`src/rtl/pcie_tx_arbiter_if.sv`:
```
// pcie_tx_arbiter_if
//   Bundles the two TLP source streams (PIO and INJ) and the merged output
//   stream that feeds the PCIe core's s_axis_tx port.
//   slave  : the arbiter's view (sources in, merged stream out).
//   master : the surrounding logic's view (drives sources, sinks output).
interface pcie_tx_arbiter_if #(
  parameter int C_DATA_WIDTH = 64,
  parameter int KEEP_WIDTH   = C_DATA_WIDTH / 8
);

  // PIO completion engine (req/ack plus AXI4-Stream)
  logic                    pio_tx_req;
  logic                    pio_tx_ack;
  logic                    pio_tx_tready;
  logic                    pio_tx_tvalid;
  logic                    pio_tx_tlast;
  logic [KEEP_WIDTH-1:0]   pio_tx_tkeep;
  logic [C_DATA_WIDTH-1:0] pio_tx_tdata;
  logic [3:0]              pio_tx_tuser;

  // Injected TLPs from the Ethernet side (tvalid doubles as request)
  logic                    inj_tx_tready;
  logic                    inj_tx_tvalid;
  logic                    inj_tx_tlast;
  logic [KEEP_WIDTH-1:0]   inj_tx_tkeep;
  logic [C_DATA_WIDTH-1:0] inj_tx_tdata;
  logic [3:0]              inj_tx_tuser;

  // Merged stream towards the PCIe core
  logic                    out_tx_tready;
  logic                    out_tx_tvalid;
  logic                    out_tx_tlast;
  logic [KEEP_WIDTH-1:0]   out_tx_tkeep;
  logic [C_DATA_WIDTH-1:0] out_tx_tdata;
  logic [3:0]              out_tx_tuser;

  modport slave (
    input  pio_tx_req, pio_tx_tvalid, pio_tx_tlast, pio_tx_tkeep, pio_tx_tdata, pio_tx_tuser,
    output pio_tx_ack, pio_tx_tready,
    input  inj_tx_tvalid, inj_tx_tlast, inj_tx_tkeep, inj_tx_tdata, inj_tx_tuser,
    output inj_tx_tready,
    input  out_tx_tready,
    output out_tx_tvalid, out_tx_tlast, out_tx_tkeep, out_tx_tdata, out_tx_tuser
  );

  modport master (
    output pio_tx_req, pio_tx_tvalid, pio_tx_tlast, pio_tx_tkeep, pio_tx_tdata, pio_tx_tuser,
    input  pio_tx_ack, pio_tx_tready,
    output inj_tx_tvalid, inj_tx_tlast, inj_tx_tkeep, inj_tx_tdata, inj_tx_tuser,
    input  inj_tx_tready,
    output out_tx_tready,
    input  out_tx_tvalid, out_tx_tlast, out_tx_tkeep, out_tx_tdata, out_tx_tuser
  );

endinterface

```
`src/rtl/pcie_tx_arbiter.sv`:
```
// pcie_tx_arbiter
//   Merges the PIO completion stream and the injected-TLP stream into the
//   single PCIe TX stream. Arbitration happens only at packet boundaries
//   (round-robin), beats of different TLPs are never interleaved, and the
//   output is registered through a 2-entry skid buffer.
//
//   Build option: define PCIE_TX_ARB_PIO_PRIO_EN to give PIO strict priority
//   in IDLE (bounded completion latency for host reads). Undefined, the
//   arbiter is round-robin.
module pcie_tx_arbiter #(
  parameter int C_DATA_WIDTH = 64,
  parameter int KEEP_WIDTH   = C_DATA_WIDTH / 8
) (
  input  logic                 pcie_clk,
  input  logic                 pcie_rst_n,
  input  logic                 lnk_up,
  pcie_tx_arbiter_if.slave     tx
);

  typedef enum logic [1:0] {
    IDLE    = 2'd0,
    GNT_PIO = 2'd1,
    GNT_INJ = 2'd2
  } state_e;

  typedef enum logic {
    SRC_PIO = 1'b0,
    SRC_INJ = 1'b1
  } src_e;

  // One skid-buffer entry: everything that travels with a beat.
  typedef struct packed {
    logic                    last;
    logic [KEEP_WIDTH-1:0]   keep;
    logic [C_DATA_WIDTH-1:0] data;
    logic [3:0]              user;
  } beat_t;

  localparam logic [1:0] CNT_FULL = 2'd2;

  // Arbiter state
  state_e     r_state;
  state_e     w_state_nxt;
  src_e       r_rr_last;
  src_e       w_rr_last_nxt;
  logic       r_pio_ack;

  // Skid buffer state
  beat_t      r_mem [2];
  logic       r_wr_ptr;
  logic       r_rd_ptr;
  logic [1:0] r_cnt;

  // Handshake decode
  logic       w_pio_tready;
  logic       w_inj_tready;
  logic       w_pio_acc;
  logic       w_inj_acc;
  logic       w_push;
  logic       w_pop;
  beat_t      w_in_beat;
  beat_t      w_head;

  // Ready is a function of registered state only, so no combinational path
  // runs from the core's tready back to either source.
  assign w_pio_tready = (r_state == GNT_PIO) && (r_cnt != CNT_FULL);
  assign w_inj_tready = (r_state == GNT_INJ) && (r_cnt != CNT_FULL);

  assign w_pio_acc = tx.pio_tx_tvalid && w_pio_tready;
  assign w_inj_acc = tx.inj_tx_tvalid && w_inj_tready;
  assign w_push    = w_pio_acc || w_inj_acc;
  assign w_pop     = (r_cnt != 2'd0) && tx.out_tx_tready;

  // Select the granted source's beat for the skid buffer write port.
  always_comb begin
    // NOTE: every always_comb output gets a default first; a path that leaves
    // a variable unassigned would otherwise infer a latch.
    w_in_beat = '0;
    if (r_state == GNT_INJ) begin
      w_in_beat.last = tx.inj_tx_tlast;
      w_in_beat.keep = tx.inj_tx_tkeep;
      w_in_beat.data = tx.inj_tx_tdata;
      w_in_beat.user = tx.inj_tx_tuser;
    end else begin
      w_in_beat.last = tx.pio_tx_tlast;
      w_in_beat.keep = tx.pio_tx_tkeep;
      w_in_beat.data = tx.pio_tx_tdata;
      w_in_beat.user = tx.pio_tx_tuser;
    end
  end

  // Next-state and rr pointer: grants only from IDLE, release on tlast.
  always_comb begin
    w_state_nxt   = r_state;
    w_rr_last_nxt = r_rr_last;
    case (r_state)
      IDLE: begin
        if (lnk_up) begin
`ifdef PCIE_TX_ARB_PIO_PRIO_EN
          if (tx.pio_tx_req) begin
            w_state_nxt   = GNT_PIO;
            w_rr_last_nxt = SRC_PIO;
          end else if (tx.inj_tx_tvalid) begin
            w_state_nxt   = GNT_INJ;
            w_rr_last_nxt = SRC_INJ;
          end
`else
          // On a tie the source that did not win last time goes first.
          if (tx.pio_tx_req && (!tx.inj_tx_tvalid || (r_rr_last == SRC_INJ))) begin
            w_state_nxt   = GNT_PIO;
            w_rr_last_nxt = SRC_PIO;
          end else if (tx.inj_tx_tvalid) begin
            w_state_nxt   = GNT_INJ;
            w_rr_last_nxt = SRC_INJ;
          end
`endif
        end
      end
      GNT_PIO: begin
        if (w_pio_acc && tx.pio_tx_tlast) begin
          w_state_nxt = IDLE;
        end
      end
      GNT_INJ: begin
        if (w_inj_acc && tx.inj_tx_tlast) begin
          w_state_nxt = IDLE;
        end
      end
      default: begin
        w_state_nxt = IDLE;
      end
    endcase
  end

  // Arbiter registers; pio_tx_ack is a registered copy of the PIO grant.
  always_ff @(posedge pcie_clk or negedge pcie_rst_n) begin
    if (!pcie_rst_n) begin
      r_state   <= IDLE;
      r_rr_last <= SRC_INJ;
      r_pio_ack <= 1'b0;
    end else begin
      // NOTE: sequential state uses non-blocking assignments so every register
      // samples pre-edge values regardless of statement order.
      r_state   <= w_state_nxt;
      r_rr_last <= w_rr_last_nxt;
      r_pio_ack <= (w_state_nxt == GNT_PIO);
    end
  end

  // Skid buffer: 2-entry circular FIFO; reset discards any buffered beats.
  always_ff @(posedge pcie_clk or negedge pcie_rst_n) begin
    if (!pcie_rst_n) begin
      // NOTE: the two entries are reset because the head entry drives the
      // output pins directly and those must read 0 during reset.
      r_mem    <= '{default: '0};
      r_wr_ptr <= 1'b0;
      r_rd_ptr <= 1'b0;
      r_cnt    <= 2'd0;
    end else begin
      if (w_push) begin
        r_mem[r_wr_ptr] <= w_in_beat;
        r_wr_ptr        <= ~r_wr_ptr;
      end
      if (w_pop) begin
        r_rd_ptr <= ~r_rd_ptr;
      end
      case ({w_push, w_pop})
        2'b10:   r_cnt <= r_cnt + 2'd1;
        2'b01:   r_cnt <= r_cnt - 2'd1;
        default: r_cnt <= r_cnt;
      endcase
    end
  end

  assign w_head = r_mem[r_rd_ptr];

  assign tx.pio_tx_ack    = r_pio_ack;
  assign tx.pio_tx_tready = w_pio_tready;
  assign tx.inj_tx_tready = w_inj_tready;

  assign tx.out_tx_tvalid = (r_cnt != 2'd0);
  assign tx.out_tx_tlast  = w_head.last;
  assign tx.out_tx_tkeep  = w_head.keep;
  assign tx.out_tx_tdata  = w_head.data;
  assign tx.out_tx_tuser  = w_head.user;

`ifndef SYNTHESIS
  // Only one source can ever be accepting, and the buffer never overfills.
  a_single_push : assert property (@(posedge pcie_clk) disable iff (!pcie_rst_n)
    !(w_pio_acc && w_inj_acc));
  a_cnt_bound   : assert property (@(posedge pcie_clk) disable iff (!pcie_rst_n)
    r_cnt <= CNT_FULL);
`endif

endmodule

```
`src/flat_wrapper.sv`:
```
// flat-port wrapper written by rule: the top's interface ports become plain ports
module pcie_tx_arbiter_flat 
#(
  parameter int C_DATA_WIDTH = 64,
  parameter int KEEP_WIDTH   = C_DATA_WIDTH / 8
)
  (pcie_clk, pcie_rst_n, lnk_up, tx_pio_tx_req, tx_pio_tx_tvalid, tx_pio_tx_tlast, tx_pio_tx_tkeep, tx_pio_tx_tdata, tx_pio_tx_tuser, tx_pio_tx_ack, tx_pio_tx_tready, tx_inj_tx_tvalid, tx_inj_tx_tlast, tx_inj_tx_tkeep, tx_inj_tx_tdata, tx_inj_tx_tuser, tx_inj_tx_tready, tx_out_tx_tready, tx_out_tx_tvalid, tx_out_tx_tlast, tx_out_tx_tkeep, tx_out_tx_tdata, tx_out_tx_tuser);
  pcie_tx_arbiter_if #(.C_DATA_WIDTH(C_DATA_WIDTH), .KEEP_WIDTH(KEEP_WIDTH)) tx_i ();
  input  logic pcie_clk;
  input  logic pcie_rst_n;
  input  logic lnk_up;
  input wire logic [$bits(tx_i.pio_tx_req)-1:0] tx_pio_tx_req;
  input wire logic [$bits(tx_i.pio_tx_tvalid)-1:0] tx_pio_tx_tvalid;
  input wire logic [$bits(tx_i.pio_tx_tlast)-1:0] tx_pio_tx_tlast;
  input wire logic [$bits(tx_i.pio_tx_tkeep)-1:0] tx_pio_tx_tkeep;
  input wire logic [$bits(tx_i.pio_tx_tdata)-1:0] tx_pio_tx_tdata;
  input wire logic [$bits(tx_i.pio_tx_tuser)-1:0] tx_pio_tx_tuser;
  output wire logic [$bits(tx_i.pio_tx_ack)-1:0] tx_pio_tx_ack;
  output wire logic [$bits(tx_i.pio_tx_tready)-1:0] tx_pio_tx_tready;
  input wire logic [$bits(tx_i.inj_tx_tvalid)-1:0] tx_inj_tx_tvalid;
  input wire logic [$bits(tx_i.inj_tx_tlast)-1:0] tx_inj_tx_tlast;
  input wire logic [$bits(tx_i.inj_tx_tkeep)-1:0] tx_inj_tx_tkeep;
  input wire logic [$bits(tx_i.inj_tx_tdata)-1:0] tx_inj_tx_tdata;
  input wire logic [$bits(tx_i.inj_tx_tuser)-1:0] tx_inj_tx_tuser;
  output wire logic [$bits(tx_i.inj_tx_tready)-1:0] tx_inj_tx_tready;
  input wire logic [$bits(tx_i.out_tx_tready)-1:0] tx_out_tx_tready;
  output wire logic [$bits(tx_i.out_tx_tvalid)-1:0] tx_out_tx_tvalid;
  output wire logic [$bits(tx_i.out_tx_tlast)-1:0] tx_out_tx_tlast;
  output wire logic [$bits(tx_i.out_tx_tkeep)-1:0] tx_out_tx_tkeep;
  output wire logic [$bits(tx_i.out_tx_tdata)-1:0] tx_out_tx_tdata;
  output wire logic [$bits(tx_i.out_tx_tuser)-1:0] tx_out_tx_tuser;
  assign tx_i.pio_tx_req = tx_pio_tx_req;
  assign tx_i.pio_tx_tvalid = tx_pio_tx_tvalid;
  assign tx_i.pio_tx_tlast = tx_pio_tx_tlast;
  assign tx_i.pio_tx_tkeep = tx_pio_tx_tkeep;
  assign tx_i.pio_tx_tdata = tx_pio_tx_tdata;
  assign tx_i.pio_tx_tuser = tx_pio_tx_tuser;
  assign tx_pio_tx_ack = tx_i.pio_tx_ack;
  assign tx_pio_tx_tready = tx_i.pio_tx_tready;
  assign tx_i.inj_tx_tvalid = tx_inj_tx_tvalid;
  assign tx_i.inj_tx_tlast = tx_inj_tx_tlast;
  assign tx_i.inj_tx_tkeep = tx_inj_tx_tkeep;
  assign tx_i.inj_tx_tdata = tx_inj_tx_tdata;
  assign tx_i.inj_tx_tuser = tx_inj_tx_tuser;
  assign tx_inj_tx_tready = tx_i.inj_tx_tready;
  assign tx_i.out_tx_tready = tx_out_tx_tready;
  assign tx_out_tx_tvalid = tx_i.out_tx_tvalid;
  assign tx_out_tx_tlast = tx_i.out_tx_tlast;
  assign tx_out_tx_tkeep = tx_i.out_tx_tkeep;
  assign tx_out_tx_tdata = tx_i.out_tx_tdata;
  assign tx_out_tx_tuser = tx_i.out_tx_tuser;
  pcie_tx_arbiter #(.C_DATA_WIDTH(C_DATA_WIDTH), .KEEP_WIDTH(KEEP_WIDTH)) u_core (.pcie_clk(pcie_clk), .pcie_rst_n(pcie_rst_n), .lnk_up(lnk_up), .tx(tx_i));
endmodule
```
`config.mk`:
```
export PLATFORM = sky130hd
export DESIGN_NAME = pcie_tx_arbiter_flat
export DESIGN_NICKNAME = d
export VERILOG_FILES = /design/src/rtl/pcie_tx_arbiter_if.sv /design/src/rtl/pcie_tx_arbiter.sv /design/src/flat_wrapper.sv
export SDC_FILE = /design/constraint.sdc
export NUM_CORES = 1
export LEC_CHECK = 0
export ABC_AREA = 1
export CAP_MARGIN = 0
export CORE_UTILIZATION = 47
export DETAILED_ROUTE_END_ITERATION = 10
export HOLD_SLACK_MARGIN = 0.05
export PLACE_DENSITY_LB_ADDON = 0.15
export SYNTH_ARGS = -nofsm -noshare
export SYNTH_HDL_FRONTEND = slang
export SYNTH_SLANG_ARGS = --single-unit
```
`constraint.sdc`:
```
create_clock -name pcie_clk -period 4.5 [get_ports pcie_clk]
set_input_delay 1.35 -clock pcie_clk [delete_from_list [all_inputs] [get_ports pcie_clk]]
set_output_delay 1.35 -clock pcie_clk [all_outputs]
set_load 0.05 [all_outputs]
```
met2.png
Drawn at 3 px/um.
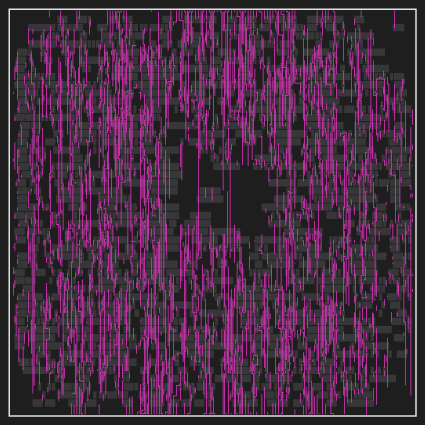
nets with wire on the layer: 1090
main direction: vertical
wire length on this layer: 11400 um
longest straight run: 62.6 um
share of all routed wire: 49%
GRT met2 Usage: 44.0%
DRT Wirelength: 23200 um
DR vias: 8195

final_clocks.png
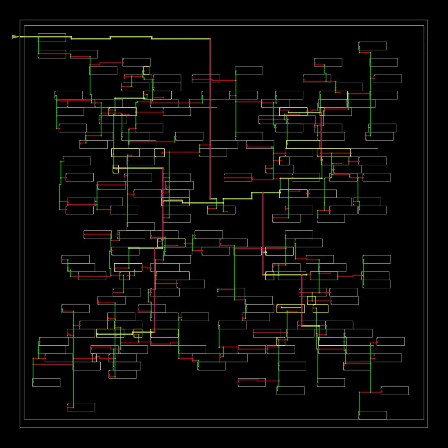
flop count: 162
worst skew pair latency: 0.42 ns
# clk buffers: 20
Final Skew: 0.0119 ns
Clock Power: 1.47 mW

==> impl_metrics.toml <==
# physical design summary
[cts]
cts_setup_buffers = 0
cts_resized = 0
hold_buffers = 0
cts_tree = "done"
root_buffer = "clkbuf_16"
clkSlewWorstSetupHoldPaths_ns = 0.06

[run]
max-cap-violations = 0
tool_warnings = 28

[routing]
dr.pass1.iters = 4
met3_length_um = 1750
viasPerCell = 4.98
wl_met1_um = 9710
ant_nets = 0
met2_wirelength_um = 11400
highest_layer = "met4"

[power_and_ir_drop]
seqPwrFrac_pct = 27.3
comb_cell_power_mw = 5.28
p_leak_nw = 6.08
power_mw = 9.29
p_sw_share_pct = 50.4
largestPowerGroup = "combinational logic"
internal_power_mw = 4.61
p_sw_mw = 4.68
p_per_area_mw_per_mm2 = 813
ir_drop_uv = 596

[global_routing]
grt_pass1_wl_um = 37700
grt_max_degree = 133
globalRoute.totalOverflow = 0
busiest_layer = "met2"
use_met3_pct = 5.71
grt_pass1_vias = 7508
antenna_found_initial = 0

[final_timing]
setup_viol = 0
tightest_slew_ns = 0.972
fmaxAchievable_ghz = 0.251
rsz0062_at_grt = "no"
hold_violations = 0
finalCritPeriodShare_pct = 88.7
slew_headroom_pct = 35.2
whs_ns = 0.468
finalSetupTns_ns = 0

[synthesis]
synth_warnings = 0
syn_area_per_cell_um2 = 6.85
enable_flop_cells = 0
yosys_cells = 1215
ys_sh_adder_pct = 0.150
ff_type = "dfrtp_1"
yosysMostFrequentCell = "nand2_1"
ys_top_cells_by_count = "nand2_1, dfrtp_1, nand3_1"
synthArstFlopShare_pct = 100
ys_top_logic_family = "simple AND/OR/NAND/NOR gates"
ys_sh_mux_pct = 0
netlist_instances = 1215
ys_sh_aoi_pct = 0.511
ys.flops = 162
synthTopCellsByArea = "dfrtp_1, nand2_1, nand3_1, clkbuf_1, buf_2"
syn_area_mm2 = 0.00832
yosysTopAreaCellShare_pct = 48.4
yosys.area_share.simple_pct = 45.2
synth_chip_area_mm2 = 0.00832
postSynthSeqShare_pct = 48.7

[die]
tap_cells = 225
ios = 242
chipArea_mm2 = 0.0182
fp_util_pct = 48.1
die_h_um = 135

[final_layout]
logic_area_mm2 = 0.00385
n_all_buffers = 255
final_common_cell = "nand2_1"
syn2layout_area_growth_pct = 37.2
nMultiInputCombCells = 958
final_area_mm2 = 0.0114
clk_share_pct = 5.28
final_cell_mix = "nand2_1, clkdlybuf4s50_1, dfrtp_1"
reg_top3 = "u_core.r_mem x154, u_core.r_cnt x2, u_core.r_state x2"
nonClockInverterCount = 12
largest_reg_flops = 154
comb_area_share_pct = 33.7
dominant_cells = "registers"
fill_cells = 1529

[worst_setup_path]
worst-path-stages = 4
critPathMaxFanout = 77
cp_top_family = "buffers and inverters"
startpoint_type = "register"
crit_top_cell = "nand2_1"
r2r_end = "u_core.r_mem[151]"
cp-startpoint = "u_core.r_rd_ptr"
critical_path_class = "register to output pin"
rrSetupSlack_ns = 2.19
path_buffers = 2
cp_slowest_stage_delay_ns = 0.85
path_cells = "buf_4 > nand2_1 > nand2_1 > clkdlybuf4s50_1"
reg2reg_depth = 8
rr_startpoint = "u_core.r_state[0]"
cpMaxStageDelayCell = "clkdlybuf4s50_1"

[placed_design]
dp_cells = 1612
io_buffers = 241
dp_hpwl_um = 14300

[worst_hold_path]
hold_depth = 2
hp-start = "u_core.r_mem[149]"
hp-class = "register to register"
min_to = "u_core.r_mem[149]"

[outcome]
outcome = "finished, final reports clean"
cell_classes.png
Drawn at 3 px/um. Fill, decap, tap and diode cells in gray.
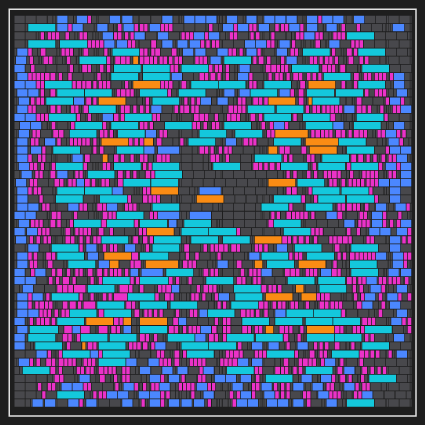
[all other logic] magenta | cells: 970
[flip-flops] cyan | cells: 162
[other buffers and delay cells] blue | cells: 255
[clock drivers and dummy loads] orange | cells: 32
num rows: 48
fin util: 66.0%
Seq area share: 35.5%
core area: 0.0173 mm2

Power and IR drop assume default switching activity.
